`src/rtl/multicycle_mips_if.sv`:
```
// Bus bundle between the multicycle MIPS core (master) and its instruction ROM / data SRAM (slave).
interface multicycle_mips_if #(
   parameter int unsigned DATA_AW = 7
) ();
   logic [31:0]        IR_addr;
   logic               IR_req;
   logic [31:0]        IR;
   logic               IR_valid;
   logic               CEN;
   logic               WEN;
   logic               OEN;
   logic [DATA_AW-1:0] A;
   logic [31:0]        ReadData2;
   logic [31:0]        ReadDataMem;
   logic               mem_ready;
   logic [31:0]        RF_writedata;
   logic               RF_we;
   logic               trap;

   modport master (
      output IR_addr, IR_req, CEN, WEN, OEN, A, ReadData2, RF_writedata, RF_we, trap,
      input  IR, IR_valid, ReadDataMem, mem_ready
   );

   modport slave (
      input  IR_addr, IR_req, CEN, WEN, OEN, A, ReadData2, RF_writedata, RF_we, trap,
      output IR, IR_valid, ReadDataMem, mem_ready
   );
endinterface

```
`src/rtl/multicycle_mips.sv`:
```
// Multi-cycle MIPS core with valid/ready stalls on both memory ports and a trap on unsupported opcodes.
// Optional feature macro: MULTICYCLE_ADDI_EN adds addi (opcode 0x08).
module multicycle_mips #(
   parameter int unsigned DATA_AW  = 7,
   parameter logic [31:0] RESET_PC = 32'h0
) (
   input logic               clk,
   input logic               rst_n,
   multicycle_mips_if.master bus
);
   localparam int unsigned NREG   = 32;
   localparam logic [4:0]  RA_IDX = 5'd31;

   localparam logic [5:0] OP_RTYPE = 6'h00;
   localparam logic [5:0] OP_LW    = 6'h23;
   localparam logic [5:0] OP_SW    = 6'h2B;
   localparam logic [5:0] OP_BEQ   = 6'h04;
   localparam logic [5:0] OP_J     = 6'h02;
   localparam logic [5:0] OP_JAL   = 6'h03;
`ifdef MULTICYCLE_ADDI_EN
   localparam logic [5:0] OP_ADDI  = 6'h08;
`endif
   localparam logic [5:0] FN_ADD   = 6'h20;
   localparam logic [5:0] FN_SUB   = 6'h22;
   localparam logic [5:0] FN_AND   = 6'h24;
   localparam logic [5:0] FN_OR    = 6'h25;
   localparam logic [5:0] FN_SLT   = 6'h2A;
   localparam logic [5:0] FN_JR    = 6'h08;

   typedef enum logic [2:0] {
      S_FETCH  = 3'd0,
      S_DECODE = 3'd1,
      S_EXEC   = 3'd2,
      S_MEM    = 3'd3,
      S_WB     = 3'd4,
      S_TRAP   = 3'd5
   } state_e;

   state_e             state_q;
   logic [31:0]        pc_q;
   logic [31:0]        ir_q;
   logic [31:0]        opa_q;
   logic [31:0]        opb_q;
   logic [31:0]        br_tgt_q;
   logic [31:0]        res_q;
   logic [31:0]        mdr_q;
   logic [31:0]        rf_q [NREG];
   logic               ir_req_q;
   logic               cen_q;
   logic               wen_q;
   logic [DATA_AW-1:0] a_q;
   logic [31:0]        rd2_q;
   logic [31:0]        rf_wdata_q;
   logic               rf_we_q;
   logic               trap_q;

   // Instruction fields, decoded from the latched IR in every state
   logic [5:0]  op;
   logic [5:0]  funct;
   logic [4:0]  rs;
   logic [4:0]  rt;
   logic [4:0]  rd;
   logic [31:0] sext_imm;
   logic [31:0] pc_plus4;
   logic [31:0] jmp_tgt;

   assign op       = ir_q[31:26];
   assign rs       = ir_q[25:21];
   assign rt       = ir_q[20:16];
   assign rd       = ir_q[15:11];
   assign funct    = ir_q[5:0];
   assign sext_imm = {{16{ir_q[15]}}, ir_q[15:0]};
   assign pc_plus4 = pc_q + 32'd4;
   assign jmp_tgt  = {pc_plus4[31:28], ir_q[25:0], 2'b00};

   logic is_rtype, is_alu_r, is_jr, is_lw, is_sw, is_beq, is_j, is_jal, is_addi, legal;

   assign is_rtype = (op == OP_RTYPE);
   assign is_alu_r = is_rtype && ((funct == FN_ADD) || (funct == FN_SUB) || (funct == FN_AND) ||
                                  (funct == FN_OR)  || (funct == FN_SLT));
   assign is_jr    = is_rtype && (funct == FN_JR);
   assign is_lw    = (op == OP_LW);
   assign is_sw    = (op == OP_SW);
   assign is_beq   = (op == OP_BEQ);
   assign is_j     = (op == OP_J);
   assign is_jal   = (op == OP_JAL);
`ifdef MULTICYCLE_ADDI_EN
   assign is_addi  = (op == OP_ADDI);
`else
   assign is_addi  = 1'b0;
`endif
   assign legal    = is_alu_r || is_jr || is_lw || is_sw || is_beq || is_j || is_jal || is_addi;

   // Shared ALU: R-type ops on the two operands, otherwise rs + sext(imm)
   logic [31:0] alu_b;
   logic [31:0] alu_res;

   assign alu_b = is_rtype ? opb_q : sext_imm;

   always_comb begin
      alu_res = opa_q + alu_b;
      if (is_rtype) begin
         case (funct)
            FN_SUB:  alu_res = opa_q - alu_b;
            FN_AND:  alu_res = opa_q & alu_b;
            FN_OR:   alu_res = opa_q | alu_b;
            FN_SLT:  alu_res = {31'd0, $signed(opa_q) < $signed(alu_b)};
            default: alu_res = opa_q + alu_b;
         endcase
      end
   end

   logic [4:0]  wb_idx;
   logic [31:0] wb_val;

   assign wb_idx = is_rtype ? rd : rt;
   assign wb_val = is_lw ? mdr_q : res_q;

   // Sequencer: every output register is updated on the edge that enters the state it belongs to
   always_ff @(posedge clk or negedge rst_n) begin
      if (!rst_n) begin
         state_q    <= S_FETCH;
         pc_q       <= RESET_PC;
         ir_q       <= '0;
         opa_q      <= '0;
         opb_q      <= '0;
         br_tgt_q   <= '0;
         res_q      <= '0;
         mdr_q      <= '0;
         ir_req_q   <= 1'b0;
         cen_q      <= 1'b1;
         wen_q      <= 1'b1;
         a_q        <= '0;
         rd2_q      <= '0;
         rf_wdata_q <= '0;
         rf_we_q    <= 1'b0;
         trap_q     <= 1'b0;
         for (int unsigned i = 0; i < NREG; i++) rf_q[i] <= '0;
      end else begin
         rf_we_q <= 1'b0;
         case (state_q)
            S_FETCH: begin
               ir_req_q <= 1'b1;
               if (ir_req_q && bus.IR_valid) begin
                  ir_q     <= bus.IR;
                  ir_req_q <= 1'b0;
                  state_q  <= S_DECODE;
               end
            end
            S_DECODE: begin
               opa_q    <= rf_q[rs];
               opb_q    <= rf_q[rt];
               br_tgt_q <= pc_plus4 + (sext_imm << 2);
               if (legal) begin
                  state_q <= S_EXEC;
               end else begin
                  trap_q  <= 1'b1;
                  state_q <= S_TRAP;
               end
            end
            S_EXEC: begin
               if (is_alu_r || is_addi) begin
                  res_q   <= alu_res;
                  state_q <= S_WB;
               end else if (is_lw || is_sw) begin
                  a_q     <= alu_res[DATA_AW+1:2];
                  rd2_q   <= opb_q;
                  cen_q   <= 1'b0;
                  wen_q   <= ~is_sw;
                  state_q <= S_MEM;
               end else begin
                  if (is_beq) begin
                     pc_q <= (opa_q == opb_q) ? br_tgt_q : pc_plus4;
                  end else if (is_j || is_jal) begin
                     pc_q <= jmp_tgt;
                  end else begin
                     pc_q <= opa_q;
                  end
                  if (is_jal) begin
                     rf_q[RA_IDX] <= pc_plus4;
                     rf_wdata_q   <= pc_plus4;
                     rf_we_q      <= 1'b1;
                  end
                  ir_req_q <= 1'b1;
                  state_q  <= S_FETCH;
               end
            end
            S_MEM: begin
               if (bus.mem_ready) begin
                  cen_q <= 1'b1;
                  wen_q <= 1'b1;
                  if (is_sw) begin
                     pc_q     <= pc_plus4;
                     ir_req_q <= 1'b1;
                     state_q  <= S_FETCH;
                  end else begin
                     mdr_q   <= bus.ReadDataMem;
                     state_q <= S_WB;
                  end
               end
            end
            S_WB: begin
               // $0 stays hard-wired: the commit still pulses RF_we but the array is untouched
               if (wb_idx != 5'd0) rf_q[wb_idx] <= wb_val;
               rf_wdata_q <= wb_val;
               rf_we_q    <= 1'b1;
               pc_q       <= pc_plus4;
               ir_req_q   <= 1'b1;
               state_q    <= S_FETCH;
            end
            S_TRAP: begin
               state_q <= S_TRAP;
            end
            default: begin
               trap_q   <= 1'b1;
               ir_req_q <= 1'b0;
               cen_q    <= 1'b1;
               wen_q    <= 1'b1;
               state_q  <= S_TRAP;
            end
         endcase
      end
   end

   assign bus.IR_addr      = pc_q;
   assign bus.IR_req       = ir_req_q;
   assign bus.CEN          = cen_q;
   assign bus.WEN          = wen_q;
   assign bus.OEN          = 1'b0;
   assign bus.A            = a_q;
   assign bus.ReadData2    = rd2_q;
   assign bus.RF_writedata = rf_wdata_q;
   assign bus.RF_we        = rf_we_q;
   assign bus.trap         = trap_q;

endmodule

```
`src/flat_wrapper.sv`:
```
// flat-port wrapper written by rule: the top's interface ports become plain ports
module multicycle_mips_flat 
#(
   parameter int unsigned DATA_AW  = 7,
   parameter logic [31:0] RESET_PC = 32'h0
)
  (clk, rst_n, bus_IR_addr, bus_IR_req, bus_CEN, bus_WEN, bus_OEN, bus_A, bus_ReadData2, bus_RF_writedata, bus_RF_we, bus_trap, bus_IR, bus_IR_valid, bus_ReadDataMem, bus_mem_ready);
  multicycle_mips_if #(.DATA_AW(DATA_AW)) bus_i ();
  input logic clk;
  input logic rst_n;
  output wire logic [$bits(bus_i.IR_addr)-1:0] bus_IR_addr;
  output wire logic [$bits(bus_i.IR_req)-1:0] bus_IR_req;
  output wire logic [$bits(bus_i.CEN)-1:0] bus_CEN;
  output wire logic [$bits(bus_i.WEN)-1:0] bus_WEN;
  output wire logic [$bits(bus_i.OEN)-1:0] bus_OEN;
  output wire logic [$bits(bus_i.A)-1:0] bus_A;
  output wire logic [$bits(bus_i.ReadData2)-1:0] bus_ReadData2;
  output wire logic [$bits(bus_i.RF_writedata)-1:0] bus_RF_writedata;
  output wire logic [$bits(bus_i.RF_we)-1:0] bus_RF_we;
  output wire logic [$bits(bus_i.trap)-1:0] bus_trap;
  input wire logic [$bits(bus_i.IR)-1:0] bus_IR;
  input wire logic [$bits(bus_i.IR_valid)-1:0] bus_IR_valid;
  input wire logic [$bits(bus_i.ReadDataMem)-1:0] bus_ReadDataMem;
  input wire logic [$bits(bus_i.mem_ready)-1:0] bus_mem_ready;
  assign bus_IR_addr = bus_i.IR_addr;
  assign bus_IR_req = bus_i.IR_req;
  assign bus_CEN = bus_i.CEN;
  assign bus_WEN = bus_i.WEN;
  assign bus_OEN = bus_i.OEN;
  assign bus_A = bus_i.A;
  assign bus_ReadData2 = bus_i.ReadData2;
  assign bus_RF_writedata = bus_i.RF_writedata;
  assign bus_RF_we = bus_i.RF_we;
  assign bus_trap = bus_i.trap;
  assign bus_i.IR = bus_IR;
  assign bus_i.IR_valid = bus_IR_valid;
  assign bus_i.ReadDataMem = bus_ReadDataMem;
  assign bus_i.mem_ready = bus_mem_ready;
  multicycle_mips #(.DATA_AW(DATA_AW), .RESET_PC(RESET_PC)) u_core (.clk(clk), .rst_n(rst_n), .bus(bus_i));
endmodule
```
`config.mk`:
```
export PLATFORM = sky130hd
export DESIGN_NAME = multicycle_mips_flat
export DESIGN_NICKNAME = d
export VERILOG_FILES = /design/src/rtl/multicycle_mips_if.sv /design/src/rtl/multicycle_mips.sv /design/src/flat_wrapper.sv
export SDC_FILE = /design/constraint.sdc
export NUM_CORES = 2
export LEC_CHECK = 0
export CAP_MARGIN = 10
export CORE_ASPECT_RATIO = 1.25
export CORE_UTILIZATION = 55
export DETAILED_ROUTE_END_ITERATION = 6
export PLACE_DENSITY_LB_ADDON = 0.2
export SETUP_SLACK_MARGIN = 0.15
export SYNTH_ARGS = -nofsm -noshare
export SYNTH_HDL_FRONTEND = slang
export SYNTH_SLANG_ARGS = --single-unit
export TNS_END_PERCENT = 100
```
`constraint.sdc`:
```
create_clock -name clk -period 8.2 [get_ports clk]
set_input_delay 1.64 -clock clk [delete_from_list [all_inputs] [get_ports clk]]
set_output_delay 1.64 -clock clk [all_outputs]
set_load 0.01 [all_outputs]
```
==> flow_results.org <==
* Flow results

** Run status
- The flow ran to the end, and the final reports show no timing, DRC or antenna violations.

** Placement
- Post-detail-place hpwl :: 147000 um
- The final weighted congestion recorded by global placement is 0.970.
- Number of I/O port buffers :: 175

** Synthesis
- Yosys Warn Count :: 0
- Dividing the synthesized area by the synthesized cell count gives 10.9 sq um.
- Number of flops mapped to enable cells by yosys :: 0
- Per the Yosys statistics, synthesis produced between 6000 and 7000 cells.
- Most common cell in the netlist :: dfrtp_1
- Top post-synthesis cells by count :: 1325 x dfrtp_1, 795 x nand2_1, 713 x nor2_1
- Post-synthesis cell area :: approximately 70000 sq um
- Synth Instances :: around 6500
- The net count after synthesis is 6725.
- Portion of the post-synthesis area used by sequential elements :: 0.465
- The area fraction of the largest cell type after synthesis is 0.465.
- In the synthesized netlist the dominant register cell turns out to be dfrtp_1.
- Cell accounting for the most synthesized area :: dfrtp_1
- Sorting the synthesized cells by area gives the leading types as dfrtp_1 46%, mux4_2 20%, a21oi_1 4.9%, o21ai_0 4.6%, nand2_1 4.2%.
- Yosys reported a register bit count of around 1300.
- Yosys synthesis chip area :: 71400 sq um
- The netlist uses 83 different library cells.

** Routing
- Vias per cell :: 6.52
- Initial detailed-routing violation count :: 5491
- The count of nets left with antenna violations once routing finished came out at 0.
- After detailed routing, the number of remaining DRC violations is 0.
- Number of iterations in the first detailed-routing pass :: 6

** Critical path
- The timing report shows that the slowest cell on the worst path is a21boi_0.
- Worst path most repeated cell :: nor3_1
- Looking at the critical path, the highest net fanout was 19.
- STA classifies the critical path startpoint as a register.
- The worst setup path is captured at a register.
- Walking the worst path, the cells encountered are or3_1, nor3_1, nand2b_1, buf_4, nand2_1, nand2_1, ha_1, fa_1, a211oi_1, o21ai_0, o21a_1, nor3_1, a31oi_1, a21boi_0, o21ai_0, xnor2_1, nor3_1, nor3_1.
- Internal reg-to-reg setup slack :: 2.44 ns
- Worst Setup Path Type :: reg2reg
- Critical Path RT :: 8.92 ns
- Arrival @ worst endpoint :: between 6 and 7 ns
- The number of buffers and inverters on the critical path is 1.
- Maximum cell stage delay along the critical path :: 0.91 ns

** Power and ir drop
- Total power normalized to cell area comes to 166 nW/um^2.
- Peak supply drop :: about 0.22 mV
- The design draws 13.1 mW.
- Summed over all cells, the static leakage comes to 33.2 nW.

** Floorplan
- Chip area :: roughly 130000 sq um
- For this design the top-level I/O count stands at about 180.
- Number of placement rows :: 147
- Height of the die :: 405 um
- Width of the die :: 324 um
- Std-Cell Core Area :: 129000 sq um
- Initial core utilization :: 0.555

** Hold path
- Class of the tightest hold or removal check :: reg2reg

** Clock network
- CTS buffer count :: roughly 140
- The H-tree generated during clock tree synthesis spans 4 levels.
- The number of setup buffers added after CTS is 0.
- In this run the deepest clock path goes through 3 buffers.
- CTS placed an instance of clkbuf_16 at the clock tree root.
- The registers of the reported paths see a clock transition of approximately 0.06 ns.
- TritonCTS built the clock tree.
- The post-CTS hold buffer count recorded in the log is 0.
- # resized after CTS :: 0
- For the worst-skew pair, the clock arrives at the later sink with an insertion delay of between 0.8 and 0.9 ns.

** Global route
- Overall Global Routing Usage :: 0.361
- The initial antenna violation count is 9.
- First-pass GRT wire length :: 346000 um
- Entering global routing, the biggest net connects ~180 pins.
- Via count of the first global-routing pass :: 53600
- Per the GRT congestion report, total overflow comes to 0.

** Finish
- In the final design database the tool counted 6575 nets.
- Fraction of layout cells with a size suffix above 1 :: 0.188
- Final instance area :: 79100 sq um
- The most common logic cell in the final layout is dfrtp_1.
- Leaving out fill and tap cells, the most frequent cells in the layout are 1314 x dfrtp_1, 787 x nand2_1, 697 x a21oi_1, 694 x nor2_1, 655 x o21ai_0.
- Area growth from synthesis to layout :: 10.8%
- Gate Area :: 35800 sq um

** STA
- Final clock skew :: between 0.02 and 0.03 ns
- Setup TNS after final layout :: 0 ns
- The worst path in the final design needs a cycle of a little under 6 ns, including I/O delays and setup.
- Tightest Pin Transition :: 1.30 ns
- The end-of-flow timing check tallies setup violations at 0.
- Per the final report, max-transition violations number 0.
- Setup repair after global routing left no endpoint under its margin.
- Post-route period utilization is reported as 0.703.
- Headroom to the max-slew limit came out at 0.125.
- Peak clock frequency supported by timing :: 0.173 GHz

** Run
- Total of max-cap violations :: 0
- Total tool warning count :: 100
[final timing paths]
path                                       start  cells after the start                to
worst max register to register   u_core.ir_q[30]                     18  u_core.res_q[26]
worst min register to register  u_core.rf_q[998]                      0  u_core.rf_q[998]
min in group asynchronous                  rst_n                      1   u_core.mdr_q[6]
worst max-delay path             u_core.ir_q[30]                     18  u_core.res_q[26]
max in group asynchronous                  rst_n                      3  u_core.rf_q[847]
worst min-delay path            u_core.rf_q[998]                      0  u_core.rf_q[998]
[report_power, final]
group	total (mW)	internal [mW]	leakage (nW)	switching [mW]
Clock	6.41	3.65	2.23	2.76
Combinational	0.171	0.0369	12.5	0.134
Sequential	6.55	6.55	18.5	0
[routing by layer]
| layer | GRT usage | wire length, um | vias up |
|---|---|---|---|
| li1 | - | - | 23200 |
| met1 | 0.481 | 89500 | 27200 |
| met2 | 0.573 | 111000 | 2517 |
| met3 | 0.0731 | 19300 | 563 |
| met4 | 0.166 | 11400 | 4 |
| met5 | 0 | 27 | - |
[cell type report]
cell class                      instances  share of cell area
Inverter                              127             0.00603
Timing Repair Buffer                  314              0.0368
Clock buffer                          186              0.0485
Clock inverter                         55             0.00881
Tap cell                             1713              0.0271
Antenna cell                            4            0.000127
Multi-Input combinational cell       4470               0.452
Sequential cell                      1327               0.420
[state kept, by name, summed over array words and instances (netlist names)]
signal,count
u_core.rf_q,1024
u_core.br_tgt_q,32
u_core.bus.IR_addr,32
u_core.bus.RF_writedata,32
u_core.bus.ReadData2,32
u_core.ir_q,32
u_core.mdr_q,32
u_core.opa_q,32
u_core.opb_q,32
u_core.res_q,32
u_core.bus.A,7
u_core.state_q,3
u_core.bus.CEN,1
u_core.bus.IR_req,1
u_core.bus.RF_we,1
u_core.bus.WEN,1
u_core.bus.trap,1
[cell families (layout without fill, tap and decap cells)]
kind of cell / count (synthesis) / in the layout / synth area share
other: 1 / 5 / 0.0000525
AND/OR/NAND/NOR: 1711 / 1711 / 0.0964
flip-flops: 1327 / 1327 / 0.465
multiplexers: 863 / 863 / 0.235
AND-OR/OR-AND: 1632 / 1632 / 0.125
adder cells (fa/ha/maj): 130 / 130 / 0.0231
XOR/XNOR: 133 / 133 / 0.0163
buffers and inverters: 730 / 682 / 0.0387
[metrics by stage]
stage          worst slack [ns]  hold WS (ns)  instances
2_1_floorplan              3.72         0.441       6527
3_3_place_gp               2.52         0.376       7950
3_5_place_dp               2.46         0.383       7950
4_1_cts                    2.42         0.396       8191
5_1_grt                    1.99         0.407       8195
6_report                   2.44         0.398       8196
### Metal 3

Scale bar: 100 um.
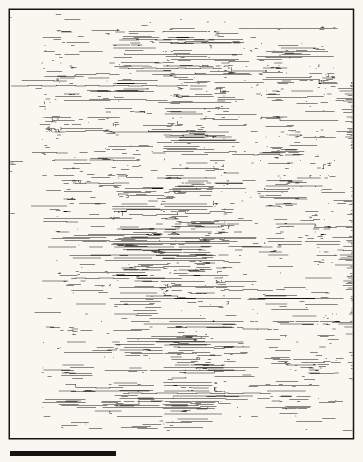
The wires run mostly horizontal. The layer holds 8.4% of the routed length. The layer carries 19300 um of wire.
number of vias after detailed routing: 53400
final routed wirelength across all metal layers: 231000 um
global-route met3 utilization: 0.0731

### Metal layers overlaid

Scale bar: 100 um.
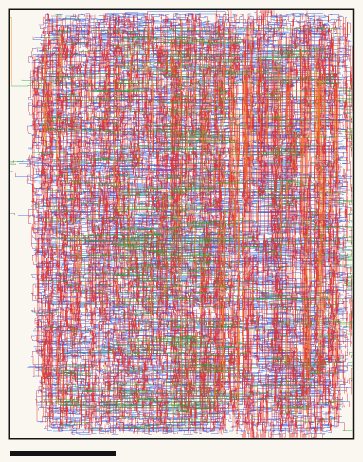
Key: red = metal 2 [wire length 111 mm]; orange = metal 4 [wire length 11400 um]; green = metal 3 [wire length 19300 um]; blue = metal 1 [wire length 89.5 mm]; purple = metal 5 [wire length 27.6 um]

### Cell outlines without signal wires

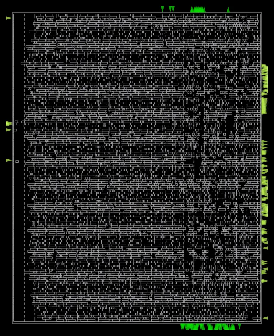
fillers: 10200
utilization after layout: 0.615
number of well taps: 1713
Seq/total area: 0.420

### M4 wires

Supply wires on this layer in gray. Cells faint in the background.
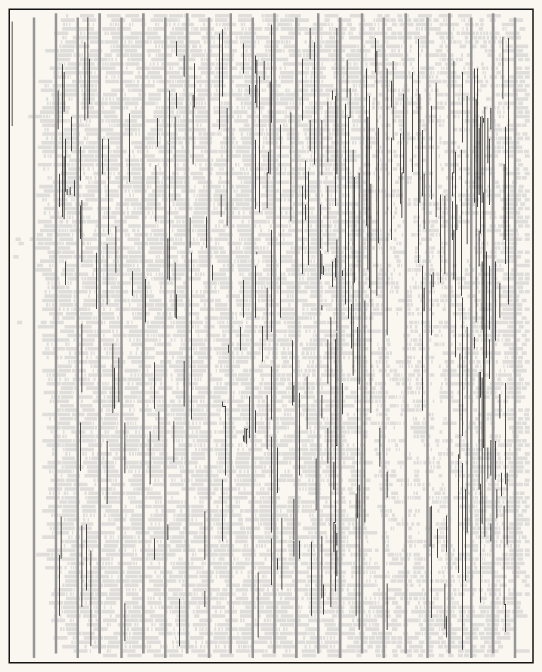
The wires run mostly vertical. 158 nets have wire on it. The layer holds 4.9% of the routed length. The longest straight run is 267 um. The layer carries 11400 um of wire.

Power and IR drop assume default switching activity.
